===== src/rtl/ram_cfg_pkg.sv =====
// Shared definitions for the config-stream table writer: FSM encoding and
// header field positions.
package ram_cfg_pkg;

  typedef enum logic [1:0] {
    S_HDR  = 2'd0,
    S_DATA = 2'd1,
    S_DROP = 2'd2
  } cfg_state_e;

  localparam int HDR_CNT_LSB  = 0;
  localparam int HDR_CNT_W    = 16;
  localparam int HDR_ADDR_LSB = 16;

endpackage


===== src/rtl/ram_blk_cfg_writer.sv =====
// Turns a last-flagged config stream (header + data beats) into registered
// writes on port a of the table RAM, with per-packet status pulses.
module ram_blk_cfg_writer
  import ram_cfg_pkg::*;
#(
  parameter int ADDR_BITS = 5,
  parameter int DATA_BITS = 32
) (
  input  logic                 clk,
  input  logic                 aresetn,
  input  logic [DATA_BITS-1:0] s_cfg_tdata,
  input  logic                 s_cfg_tvalid,
  input  logic                 s_cfg_tlast,
  output logic                 s_cfg_tready,
  input  logic                 cfg_hold,
  output logic [ADDR_BITS-1:0] addra,
  output logic [DATA_BITS-1:0] dina,
  output logic                 ena,
  output logic                 wea,
  output logic                 pkt_done,
  output logic                 err_short,
  output logic                 err_long,
  output logic                 err_hdr,
  output logic [15:0]          wr_count
);

  cfg_state_e             state_q, state_d;
  logic [ADDR_BITS-1:0]   addr_ptr_q, addr_ptr_d;
  logic [15:0]            remaining_q, remaining_d;
  logic                   rdy_q;
  logic [ADDR_BITS-1:0]   addra_q, addra_d;
  logic [DATA_BITS-1:0]   dina_q, dina_d;
  logic                   wr_q, wr_d;
  logic                   pkt_done_q, pkt_done_d;
  logic                   err_short_q, err_short_d;
  logic                   err_long_q, err_long_d;
  logic                   err_hdr_q, err_hdr_d;
  logic [15:0]            wr_count_q, wr_count_d;

  logic                   accept_s;
  logic [HDR_CNT_W-1:0]   hdr_cnt_s;
  logic [ADDR_BITS-1:0]   hdr_addr_s;

  // tready is released one cycle after reset; hold gates it combinationally
  assign s_cfg_tready = rdy_q & ~cfg_hold;
  assign accept_s     = s_cfg_tvalid & s_cfg_tready;
  assign hdr_cnt_s    = s_cfg_tdata[HDR_CNT_LSB +: HDR_CNT_W];
  assign hdr_addr_s   = s_cfg_tdata[HDR_ADDR_LSB +: ADDR_BITS];

  assign addra     = addra_q;
  assign dina      = dina_q;
  assign ena       = wr_q;
  assign wea       = wr_q;
  assign pkt_done  = pkt_done_q;
  assign err_short = err_short_q;
  assign err_long  = err_long_q;
  assign err_hdr   = err_hdr_q;
  assign wr_count  = wr_count_q;

  // Packet parser: next state, pointers, write request and status pulses
  always_comb begin
    state_d     = state_q;
    addr_ptr_d  = addr_ptr_q;
    remaining_d = remaining_q;
    addra_d     = addra_q;
    dina_d      = dina_q;
    wr_d        = 1'b0;
    pkt_done_d  = 1'b0;
    err_short_d = 1'b0;
    err_long_d  = 1'b0;
    err_hdr_d   = 1'b0;
    if (accept_s) begin
      case (state_q)
        S_HDR: begin
          if ((hdr_cnt_s == 16'd0) || s_cfg_tlast) begin
            err_hdr_d = 1'b1;
            state_d   = s_cfg_tlast ? S_HDR : S_DROP;
          end else begin
            addr_ptr_d  = hdr_addr_s;
            remaining_d = hdr_cnt_s;
            state_d     = S_DATA;
          end
        end
        S_DATA: begin
          wr_d        = 1'b1;
          addra_d     = addr_ptr_q;
          dina_d      = s_cfg_tdata;
          addr_ptr_d  = addr_ptr_q + {{(ADDR_BITS-1){1'b0}}, 1'b1};
          remaining_d = remaining_q - 16'd1;
          if (remaining_q == 16'd1) begin
            if (s_cfg_tlast) begin
              pkt_done_d = 1'b1;
              state_d    = S_HDR;
            end else begin
              err_long_d = 1'b1;
              state_d    = S_DROP;
            end
          end else if (s_cfg_tlast) begin
            err_short_d = 1'b1;
            state_d     = S_HDR;
          end else begin
            state_d = S_DATA;
          end
        end
        S_DROP: begin
          if (s_cfg_tlast) begin
            state_d = S_HDR;
          end else begin
            state_d = S_DROP;
          end
        end
        default: begin
          state_d = S_HDR;
        end
      endcase
    end else begin
      state_d = state_q;
    end
  end

  // Saturating count of issued writes
  always_comb begin
    wr_count_d = wr_count_q;
    if (wr_d && (wr_count_q != 16'hFFFF)) begin
      wr_count_d = wr_count_q + 16'd1;
    end else begin
      wr_count_d = wr_count_q;
    end
  end

  // State, pointer and registered write-port / status outputs
  always_ff @(posedge clk or negedge aresetn) begin
    if (!aresetn) begin
      state_q     <= S_HDR;
      addr_ptr_q  <= '0;
      remaining_q <= 16'd0;
      rdy_q       <= 1'b0;
      addra_q     <= '0;
      dina_q      <= '0;
      wr_q        <= 1'b0;
      pkt_done_q  <= 1'b0;
      err_short_q <= 1'b0;
      err_long_q  <= 1'b0;
      err_hdr_q   <= 1'b0;
      wr_count_q  <= 16'd0;
    end else begin
      state_q     <= state_d;
      addr_ptr_q  <= addr_ptr_d;
      remaining_q <= remaining_d;
      rdy_q       <= 1'b1;
      addra_q     <= addra_d;
      dina_q      <= dina_d;
      wr_q        <= wr_d;
      pkt_done_q  <= pkt_done_d;
      err_short_q <= err_short_d;
      err_long_q  <= err_long_d;
      err_hdr_q   <= err_hdr_d;
      wr_count_q  <= wr_count_d;
    end
  end

endmodule


===== config.mk =====
export PLATFORM = sky130hd
export DESIGN_NAME = ram_blk_cfg_writer
export DESIGN_NICKNAME = d
export VERILOG_FILES = /design/src/rtl/ram_cfg_pkg.sv /design/src/rtl/ram_blk_cfg_writer.sv
export SDC_FILE = /design/constraint.sdc
export NUM_CORES = 1
export LEC_CHECK = 0
export CAP_MARGIN = 30
export CORE_ASPECT_RATIO = 0.8
export CORE_MARGIN = 4
export CORE_UTILIZATION = 54
export CTS_CLUSTER_DIAMETER = 60
export DETAILED_ROUTE_END_ITERATION = 7
export HOLD_SLACK_MARGIN = 0.12
export PLACE_DENSITY = 0.93
export SKIP_CTS_REPAIR_TIMING = 1
export SLEW_MARGIN = 20
export SYNTH_ARGS = -nofsm -noshare
export SYNTH_HDL_FRONTEND = slang
export SYNTH_SLANG_ARGS = --single-unit

===== constraint.sdc =====
create_clock -name clk -period 5.6 [get_ports clk]
set_input_delay 1.12 -clock clk [delete_from_list [all_inputs] [get_ports clk]]
set_output_delay 1.12 -clock clk [all_outputs]
set_load 0.1 [all_outputs]

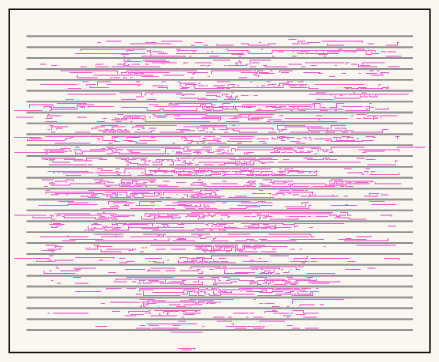
(images/met1.png)
Drawn at 4 px/um. Supply wires on this layer in gray.
The layer holds 41% of the routed length. The wires run mostly horizontal. The layer carries 4410 um of wire. The longest straight run is 35.4 um. 506 nets have wire on it.
met1 usage: 0.3317
final wirelength: 10730 um

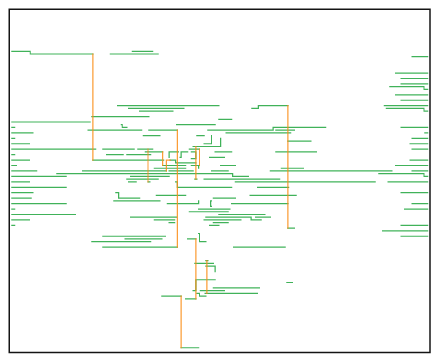
(images/metal_stack.png)
Drawn at 4 px/um. Only two layers are drawn.
Key: green = met3 [wire length 1140 um]; orange = met4 [wire length 150 um]
via count: 3692
gr usage total: 0.2456
detailed-route wire length per cell: 17.51 um

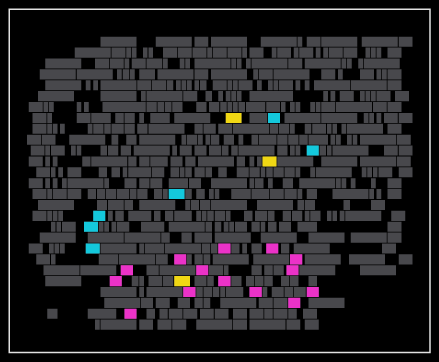
(images/gate_families.png)
Drawn at 4 px/um.
Key: yellow = multiplexers [cells 3]; magenta = XOR/XNOR gates [cells 14, where bottom center]; cyan = AND-OR and OR-AND gates [cells 6]
logic share of the area: 0.3500
Finished Layout Cells: 613
Commonest Layout Cell: nand2_1

==> qor.yml <==
grt:
  grt_max_degree: 58
  antenna_found_initial: 0
  grt-ovfl-total: 0
  grt_pass1_vias: 3573
  grt_pass1_wl_um: 17880
worst_setup_path:
  critPathMaxStageDelay_ps: 1130
  cp_max_fo: 3
  rr_startpoint: "rdy_q$_DFF_PN0_"
  worstPathArrival_ps: 2820
  cp-startpoint: "cfg_hold"
  crit_path_end: "s_cfg_tready"
  path_class: "in -> out"
  cp_slowest_cell: "clkdlybuf4s50_1"
  regToRegEndpoint: "addr_ptr_q[3]$_DFFE_PN0P_"
  path_buffers: 2
  worstPathRequired_ps: 4480
  crit_family: "buffers and inverters"
  path_depth: 3
  path_cells: "clkdlybuf4s50_1 > nor2b_1 > clkdlybuf4s50_1"
  timing.critical_path.mode_cell: "clkdlybuf4s50_1"
  r2r_cells: 6
  r2r_setup_slack_ps: 3180
  startpoint_type: "primary input"
  cp-end-kind: "output port"
final_timing:
  worst_slew_pin_slew_ps: 1037
  post-route-min-period_ps: 3945
  finalHoldViolCount: 0
  finClkSkew_ps: 13.14
  tns_ps: 0
  max_slew_margin: 0.3088
  fmax_mhz: 253.5
  rsz0062_at_grt: "no"
  setup_viol: 0
  fin_crit_sh: 0.7044
  drv_slew: 0
flow_run:
  cap_violations: 0
  tool_warnings: 27
route:
  remaining_drc_errors: 0
  routed_via_density: 6.023
  drt_pass1_iterations: 5
  ant_nets: 0
  drtIter0Drc: 369
pwr:
  swShare: 0.4729
  p_sw_w: 0.001100
  cellInternalPower_w: 0.001226
  power_w: 0.002326
  clkPwrFrac: 0.209
  p_leak_nw: 2.299
  pwr-share-seq: 0.352
  power.density_nw_per_um2: 442.0
  combPwrFrac: 0.439
  peakVddDrop_mv: 0.2402
clocking:
  cts_buffers: 9
  cts_htree_levels: 3
  cts.sinks: 82
  clkTransAtPathRegs_ps: 90
  cts_tree: "built"
  worst_skew_pair.late_latency_ps: 360
  cts-root-buf: "clkbuf_8"
  cts_buffer_depth: 2
logic_synthesis:
  syn_inst: 436
  ys_cells: 436
  yosysUniqueCellTypes: 60
  netlist_area_um2: 4050
  ys.flops: 82
  yosysTopAreaCellShare: 0.5066
  synth-main-ff-cell: "dfrtp_1"
  topCellsByArea: "dfrtp_1 51%, nand2_1 12%, o211ai_1 4.1%"
  synth_seq_share: 0.5066
  largest_area_cell: "dfrtp_1"
  syn_nets: 477
  ys_area_um2: 4050
  async_reset_ff_frac: 1.000
  yosysWarnings: 0
  syn_area_per_cell_um2: 9.289
  enable_flop_cells: 0
  yosysMostFrequentCell: "nand2_1"
  ys_top_cells_by_count: "126 x nand2_1, 82 x dfrtp_1, 22 x o211ai_1, 20 x nor2_1, 14 x nor3_1"
layout:
  fill_cells: 482
  antenna_cells: 0
  nets: 562
  lay_top_cells: "126 x nand2_1, 95 x clkdlybuf4s50_1, 82 x dfrtp_1"
  area_growth_pct: 29.94
  fin_area_um2: 5263
  drive_gt1_frac: 0.07985
floorplan:
  die-area_um2: 8958
  io_pins: 97
  num_rows: 27
  die_w_um: 104.8
  initial_utilization: 0.5709
  die_y_um: 85.46
  core_um2: 7094
place:
  portBuffers: 96
  dpl.hpwl_um: 7438
  place.gp.congestion: 0.9553
  placed_cells: 597
  placed_area_um2: 5037
hold_path:
  min-delay-start: "dina[25]$_DFFE_PN0P_"
  hold_path_class: "reg -> reg"
  hold_path_depth: 2
  hold_end: "dina[25]$_DFFE_PN0P_"
status:
  status: "completed"
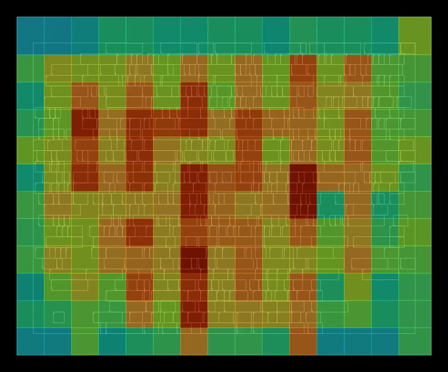
(images/final_congestion.png)
fin util: 0.7418
met3 Use GR: 0.06768
grt met2 use: 0.4024

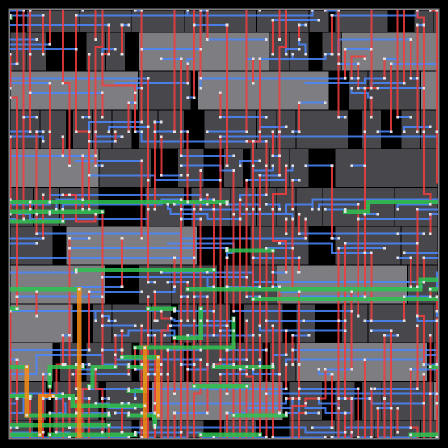
(images/zoom.png)
Region (37, 45) to (67, 75) um. Cells in gray, sequential cells in the stronger gray; small squares are vias.
Key: blue = met1; red = met2; green = met3; orange = met4
Netlist names of flops here include dina (4), addr_ptr_q (3), remaining_q (3). Most frequent: nand2_1 (26), clkdlybuf4s50_1 (14), dfrtp_1 (10). 90 logic cells have their middle in the window. Sequential cells in the window: 10.

power by group through the flow:
stage,clock network [W],registers (W),logic (W)
global placement,0,0.000817,0.000993
CTS,0.000491,0.000816,0.00102
finish,0.000485,0.000819,0.00102
floorplan,0,0.00135,0.000219
global route,0.000524,0.000837,0.00107
detailed placement,0,0.000825,0.00102
cells by family (layout without fill, tap and decap cells):
kind of cell,count (synthesis),after routing,share of synthesized area
AND/OR/NAND/NOR,228,228,0.2694
flip-flops,82,82,0.5066
AND-OR/OR-AND,69,69,0.1332
buffers and inverters,35,125,0.03923
XOR/XNOR,14,14,0.03028
adder cells (fa/ha/maj),4,4,0.01236
multiplexers,3,3,0.008032
other,1,1,0.0009259
area by class of cell:
class                   count  area [um^2]  share of cell area
repair buffers            100         1001              0.1902
clock inverters             7        101.3             0.01926
clock buffers               9        123.9             0.02354
well taps                  87        108.9             0.02068
inverters                   9        33.78            0.006419
flip-flops and latches     82         2052              0.3899
multi-input cells         319         1842              0.3500
through the flow:
step / setup WS [ps] / util / hold WS, ps
CTS: 1653 / 0.7418 / 481.9
global placement: 1688 / 0.7072 / 455.5
detailed placement: 1656 / 0.7101 / 461.7
global route: 1616 / 0.7418 / 514.5
finish: 1655 / 0.7418 / 478.0
floorplan: 2025 / - / 479.4
flip-flops by register name (all words and copies together), names as in the netlist:
| name | flops |
|---|---|
| addr_ptr_q | 5 |
| addra | 5 |
| dina | 32 |
| ena | 1 |
| err_hdr | 1 |
| err_long | 1 |
| err_short | 1 |
| pkt_done | 1 |
| rdy_q | 1 |
| remaining_q | 16 |
| state_q | 2 |
| wr_count | 16 |
layer usage:
metal  vias up  GRT usage  wire (um)
met3        26    0.06768       1136
met4         0    0.04768        149
met5         -          0          0
li1       1708          -          -
met2       225     0.4024       5040
met1      1733     0.3317       4408
Power figures rest on the tool's default switching activity, not on a simulated workload.
